===== config.mk =====
export PLATFORM = sky130hd
export DESIGN_NAME = uart_receiver
export DESIGN_NICKNAME = d
export VERILOG_FILES = /design/src/rtl/uart_receiver.sv
export SDC_FILE = /design/constraint.sdc
export NUM_CORES = 1
export LEC_CHECK = 0
export CAP_MARGIN = 30
export CORE_MARGIN = 2
export CORE_UTILIZATION = 47
export DETAILED_ROUTE_END_ITERATION = 7
export GPL_TIMING_DRIVEN = 0
export PLACE_DENSITY = 0.7
export SLEW_MARGIN = 20
export SYNTH_ARGS = -nofsm -noshare
export SYNTH_HDL_FRONTEND = slang
export SYNTH_SLANG_ARGS = --single-unit

===== constraint.sdc =====
create_clock -name clk -period 2.4 [get_ports clk]
set_clock_uncertainty 0.2 [all_clocks]
set_input_delay 0.24 -clock clk [delete_from_list [all_inputs] [get_ports clk]]
set_output_delay 0.24 -clock clk [all_outputs]
set_load 0.01 [all_outputs]

===== src/rtl/uart_receiver.sv =====
// 8N1 UART receiver: two-flop synchroniser, mid-symbol sampling FSM and a
// single-entry ready/valid output register with framing-error and overrun pulses.
module uart_receiver #(
    parameter int CLOCK_FREQ = 125_000_000,
    parameter int BAUD_RATE  = 115_200
) (
    input  logic       clk,
    input  logic       reset,
    input  logic       serial_in,
    output logic [7:0] data_out,
    output logic       data_out_valid,
    input  logic       data_out_ready,
    output logic       framing_error,
    output logic       overrun
);
    localparam int SYMBOL_EDGE_TIME = CLOCK_FREQ / BAUD_RATE;
    localparam int SAMPLE_TIME      = SYMBOL_EDGE_TIME / 2;
    localparam int CW               = $clog2(SYMBOL_EDGE_TIME) + 1;
    localparam logic [CW-1:0] SYM_LAST = CW'(SYMBOL_EDGE_TIME - 1);
    localparam logic [CW-1:0] MID_LAST = CW'(SAMPLE_TIME - 1);

    typedef enum logic [1:0] {IDLE, START, DATA, STOP} state_t;

    state_t        state, state_nxt;
    logic          rx_m, rx_s;
    logic          armed;
    logic [CW-1:0] cnt;
    logic [2:0]    bit_idx;
    logic [7:0]    shreg;
    logic          byte_done;

    logic mid_hit, sym_hit, sample_bit, stop_ok, stop_bad, xfer;

    // Control strobes decoded from the current state and counter
    always_comb begin
        mid_hit    = (state == START) && (cnt == MID_LAST);
        sym_hit    = ((state == DATA) || (state == STOP)) && (cnt == SYM_LAST);
        sample_bit = sym_hit && (state == DATA);
        stop_ok    = sym_hit && (state == STOP) && rx_s;
        stop_bad   = sym_hit && (state == STOP) && !rx_s;
        xfer       = data_out_valid && data_out_ready;
    end

    always_comb begin
        state_nxt = state;
        unique case (state)
            IDLE:  if (armed && !rx_s) state_nxt = START;
            START: if (mid_hit) state_nxt = rx_s ? IDLE : DATA;
            DATA:  if (sample_bit && (bit_idx == 3'd7)) state_nxt = STOP;
            STOP:  if (sym_hit) state_nxt = IDLE;
            default: state_nxt = IDLE;
        endcase
    end

    always_ff @(posedge clk) begin
        if (reset) begin
            state          <= IDLE;
            rx_m           <= 1'b1;
            rx_s           <= 1'b1;
            armed          <= 1'b0;
            cnt            <= '0;
            bit_idx        <= '0;
            shreg          <= '0;
            byte_done      <= 1'b0;
            framing_error  <= 1'b0;
            overrun        <= 1'b0;
            data_out       <= '0;
            data_out_valid <= 1'b0;
        end else begin
            state <= state_nxt;
            rx_m  <= serial_in;
            rx_s  <= rx_m;

            unique case (state)
                IDLE: begin
                    cnt     <= '0;
                    bit_idx <= '0;
                    if (!armed && rx_s) armed <= 1'b1;
                end
                START: begin
                    cnt <= mid_hit ? '0 : cnt + 1'b1;
                    if (mid_hit) bit_idx <= '0;
                end
                DATA: begin
                    if (sample_bit) begin
                        shreg[bit_idx] <= rx_s;
                        bit_idx        <= bit_idx + 1'b1;
                        cnt            <= '0;
                    end else begin
                        cnt <= cnt + 1'b1;
                    end
                end
                STOP: begin
                    cnt <= sym_hit ? '0 : cnt + 1'b1;
                    // A low stop bit means the line may be stuck low; wait for high
                    if (stop_bad) armed <= 1'b0;
                end
                default: cnt <= '0;
            endcase

            // shreg is untouched until the next frame's first data sample
            byte_done     <= stop_ok;
            framing_error <= stop_bad;
            overrun       <= 1'b0;

            if (byte_done) begin
                if (!data_out_valid || xfer) begin
                    data_out       <= shreg;
                    data_out_valid <= 1'b1;
                end else begin
                    overrun <= 1'b1;
                end
            end else if (xfer) begin
                data_out_valid <= 1'b0;
            end
        end
    end

endmodule


==> impl_metrics.json, run 1 <==
{
  "drt_drc_violations_left": 0,
  "detailed_place_hpwl_mm": 2.48,
  "dominant-cell-class": "combinational gates",
  "startpoint": "cnt[7]",
  "synth.top_cells.by_count": "sky130_fd_sc_hd__dfxtp_1 (40), sky130_fd_sc_hd__nor2_1 (16), sky130_fd_sc_hd__nor3_1 (14)",
  "post-cts-setup-buffer-count": 0,
  "share_of_flip_flops_with_an_asynchronous_set_or_reset_after_synthesis_pct": 0,
  "num-multi-input-gates": 128,
  "p_int_w": 0.000986,
  "max_slew.worst_pin.slew_ns": 0.905,
  "max_cap_viol_count": 0,
  "htreeDepth": 2,
  "clk_latency_ns": 0.30,
  "grt_busiest_layer": "met2",
  "max_freq_mhz": 449,
  "route.detailed.wl_per_inst_microns": 13.2,
  "worst_ir_drop_vdd_uv": 427,
  "dr.first_iter.drc_count": 105,
  "timing.final.crit_share_pct": 92.7,
  "period_needed_ns": 2.23,
  "status": "complete, no violations",
  "clk-power_w": 0.000545,
  "reg_top3": "cnt x12, data_out x8, shreg x8",
  "area_growth_pct": 17.9,
  "grt_util_met3_pct": 5.65,
  "die_w_microns": 65.7,
  "crit_path_start_kind": "flop",
  "netlist.area_leader.share_pct": 44.8,
  "finish.instance_area_sq_um": 2110,
  "tap_cell_count": 48,
  "pwr.group.combinational_w": 0.0000314,
  "synthesis_stage_register_bit_count": 40,
  "synthDominantAreaCellType": "sky130_fd_sc_hd__dfxtp_1",
  "lay_top_count": "sky130_fd_sc_hd__dfxtp_1",
  "r2r_start": "cnt[7]",
  "antenna_found_initial": 0,
  "worst-endpoint-required_ns": 2.36,
  "final-nonclk-buf-share_pct": 8.14,
  "series_of_cell_instances_along_the_critical_path": "or4_1 -> buf_2 -> or4_4 -> o21ai_0 -> a21oi_1",
  "drt_first_pass_iters": 4,
  "comb-cell-share_pct": 44.3,
  "largest_register_ff_count": 12,
  "clockRootBuffer": "sky130_fd_sc_hd__clkbuf_8",
  "design.seq.count": 40,
  "grt_use_met2_pct": 32.7,
  "min_from": "rx_m",
  "hold_viol_final": 0,
  "min_delay_path_depth": 1,
  "leakage_power_figure_nw": 0.764,
  "cts-resized-gates": 0
}
-- run 1: cells by family after synthesis --
family	count (synthesis)	share of synthesized area (%)
AND-OR/OR-AND	22	9.24
AND/OR/NAND/NOR	78	26.8
adder cells (fa/ha/maj)	5	3.50
XOR/XNOR	10	4.90
flip-flops	40	44.8
buffers and inverters	16	3.43
multiplexers	13	7.35
-- run 1: per-stage QoR --
stage	std cells	hold WS (ns)	utilization [%]	total power, W	setup WS (ns)
2_1_floorplan	184	0.117	-	0.000703	0.317
6_report	254	0.227	57.5	0.00124	0.175
3_3_place_gp	246	0.196	54.3	0.000714	0.227
4_1_cts	254	0.238	57.3	0.00126	0.143
3_5_place_dp	246	0.211	54.3	0.000716	0.172
5_1_grt	254	0.251	57.5	0.00130	0.0565
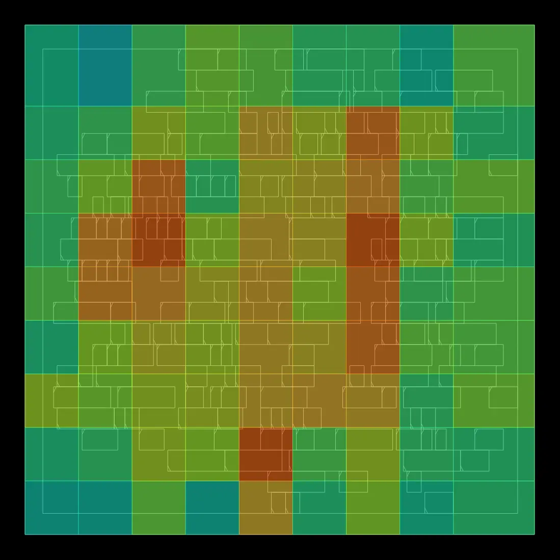
*Track usage over the die, run 1*
GR Util All Layers: 19.1%
final cell utilization of the core: 57.5%

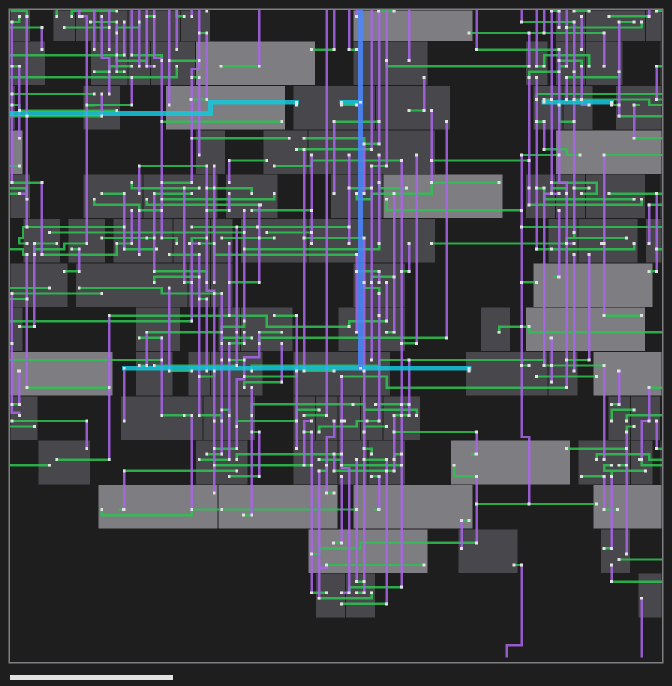
*Close-up of the layout, run 1*
Bar = 10 microns. Region (13, 0) to (53, 40) microns. Cells in grey, sequential cells in the stronger grey; small squares are vias.
[cyan] M3
[blue] M4
[green] M1
[purple] M2
most frequent: dfxtp_1 (15), nor2_1 (7), a21oi_1 (6)
cells with their middle in the window: 94
sequential cells in the window: 15
netlist names of flops here include: shreg (3), bit_idx (2), cnt (2)

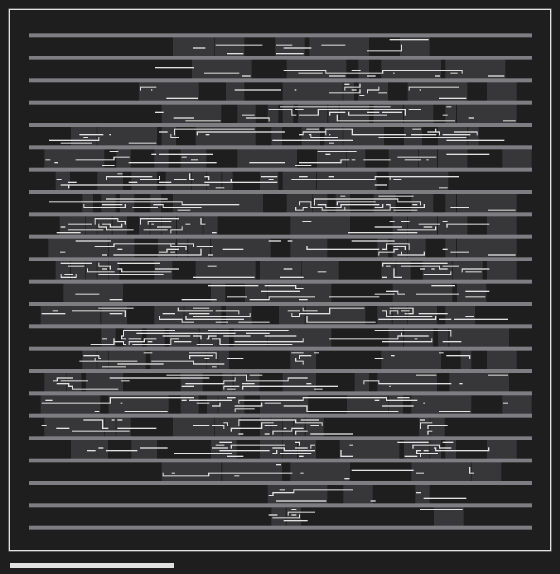
*M1 wires, run 1*
Bar = 20 microns. Supply wires on this layer in grey.
nets with wire on the layer: 192
wire length on this layer: 1450 microns
share of all routed wire: 43%
routed wire length: 3.36 mm
M1 GR Usage: 22.0%
via count of the routed design: 1366

### Met2 routing, run 1

Bar = 20 microns.
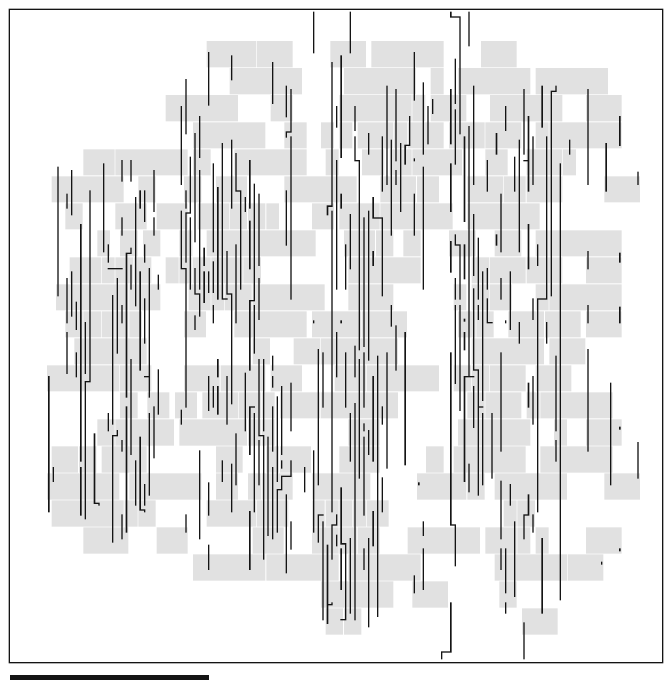

==> run 2, diff against run 1 <==
--- a/config.mk
+++ b/config.mk
@@ -9,8 +9,9 @@
 export CORE_MARGIN = 2
 export CORE_UTILIZATION = 47
 export DETAILED_ROUTE_END_ITERATION = 7
+export DONT_BUFFER_PORTS = 1
 export GPL_TIMING_DRIVEN = 0
-export PLACE_DENSITY = 0.7
+export PLACE_DENSITY = 0.66
 export SLEW_MARGIN = 20
 export SYNTH_ARGS = -nofsm -noshare
 export SYNTH_HDL_FRONTEND = slang
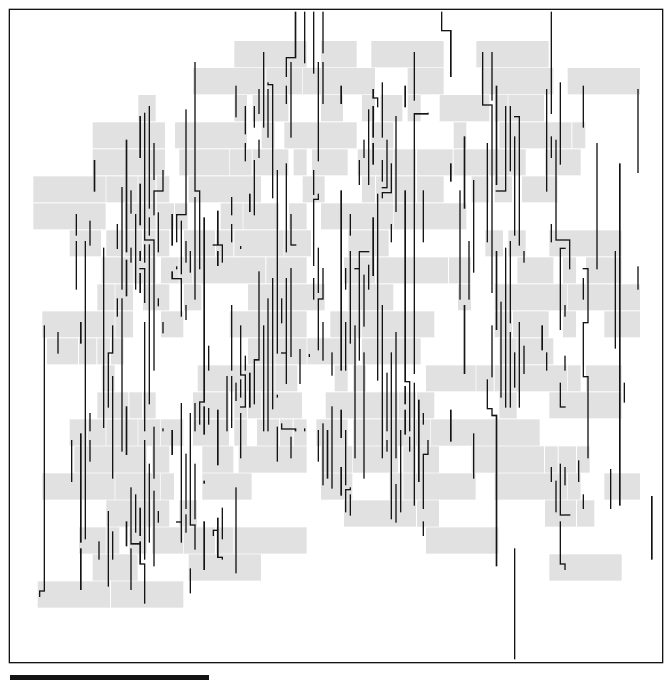
*Met2 routing, run 2*
Bar = 20 microns.
main direction: vertical
wire length on this layer: 1610 microns
longest straight run: 34.3 microns
nets with wire on the layer: 161

==> impl_metrics.json, run 2 <==
{
  "postRouteWirelength_mm": 3.35,
  "synthesis_stage_register_bit_count": 40,
  "min_delay_path_depth": 1,
  "hold_viol_final": 0,
  "htreeDepth": 2,
  "design_power_total_w": 0.00127,
  "finish.instance_area_sq_um": 2010,
  "p_int_w": 0.00102,
  "grt_use_total_pct": 17.7,
  "post-cts-setup-buffer-count": 0,
  "route.detailed.wl_per_inst_microns": 13.8,
  "clk-power_w": 0.000574,
  "status": "complete, no violations",
  "worst_ir_drop_vdd_uv": 285,
  "synth_compound_gate_area_share_pct": 9.24,
  "max_slew.worst_pin.slew_ns": 0.935,
  "crit_path_start_kind": "flop",
  "routed-via-count": 1308,
  "drt_first_pass_iters": 4,
  "largest_register_ff_count": 12,
  "detailed_place_hpwl_mm": 2.45,
  "hold-worst-slack_ns": 0.216,
  "startpoint": "cnt[6]",
  "final_cell_count_without_fillers": 243,
  "simple_gate_area_share_pct": 26.8,
  "dr.first_iter.drc_count": 68,
  "setup_ws_ns": 0.216,
  "pwr.group.combinational_w": 0.0000299,
  "r2r_start": "cnt[6]",
  "reg_top3": "cnt x12, data_out x8, shreg x8",
  "netlist.area_leader.share_pct": 44.8,
  "min_from": "rx_m",
  "leakage_power_figure_nw": 0.734,
  "share_of_flip_flops_with_an_asynchronous_set_or_reset_after_synthesis_pct": 0,
  "max_cap_viol_count": 0,
  "worst-endpoint-required_ns": 2.36,
  "synth.top_cells.by_count": "sky130_fd_sc_hd__dfxtp_1 (40), sky130_fd_sc_hd__nor2_1 (16), sky130_fd_sc_hd__nor3_1 (14)",
  "postLayoutCoreUtil_pct": 54.8,
  "die_w_microns": 65.7,
  "placedCellCount": 232,
  "synthDominantAreaCellType": "sky130_fd_sc_hd__dfxtp_1",
  "cts-resized-gates": 0,
  "lay_top_count": "sky130_fd_sc_hd__dfxtp_1",
  "post-place-ws_ns": 0.198,
  "clockRootBuffer": "sky130_fd_sc_hd__clkbuf_8",
  "clk_latency_ns": 0.29,
  "period_needed_ns": 2.18
}
==> run 2: cell counts after synthesis <==
Identical to the previous run, type by type.
==> run 2: cell type report <==
cell class,instances,area [sq um]
plain buffers,8,31.3
clock buffers,6,82.6
clock inverters,2,38.8
fillers,321,1660
inverters,8,30.0
multi-input cells,128,932
flip-flops and latches,40,801
well taps,48,60.1
repair buffers,3,30.0
==> run 2: path summary, 6_finish.rpt <==
check / to / slack (ns)
worst min-delay path: rx_s / 0.22
worst min register to register: rx_s / 0.22
worst max register to register: armed / 0.22
worst max-delay path: armed / 0.22
==> run 2: per-layer routing <==
layer | vias up | routed length (microns) | GRT usage (%)
li1 | 672 | - | -
met1 | 597 | 1580 | 20.8
met2 | 32 | 1610 | 28.2
met3 | 7 | 109 | 6.16
met4 | 0 | 59 | 9.38
met5 | - | 0 | 0
Power and IR drop assume default switching activity.
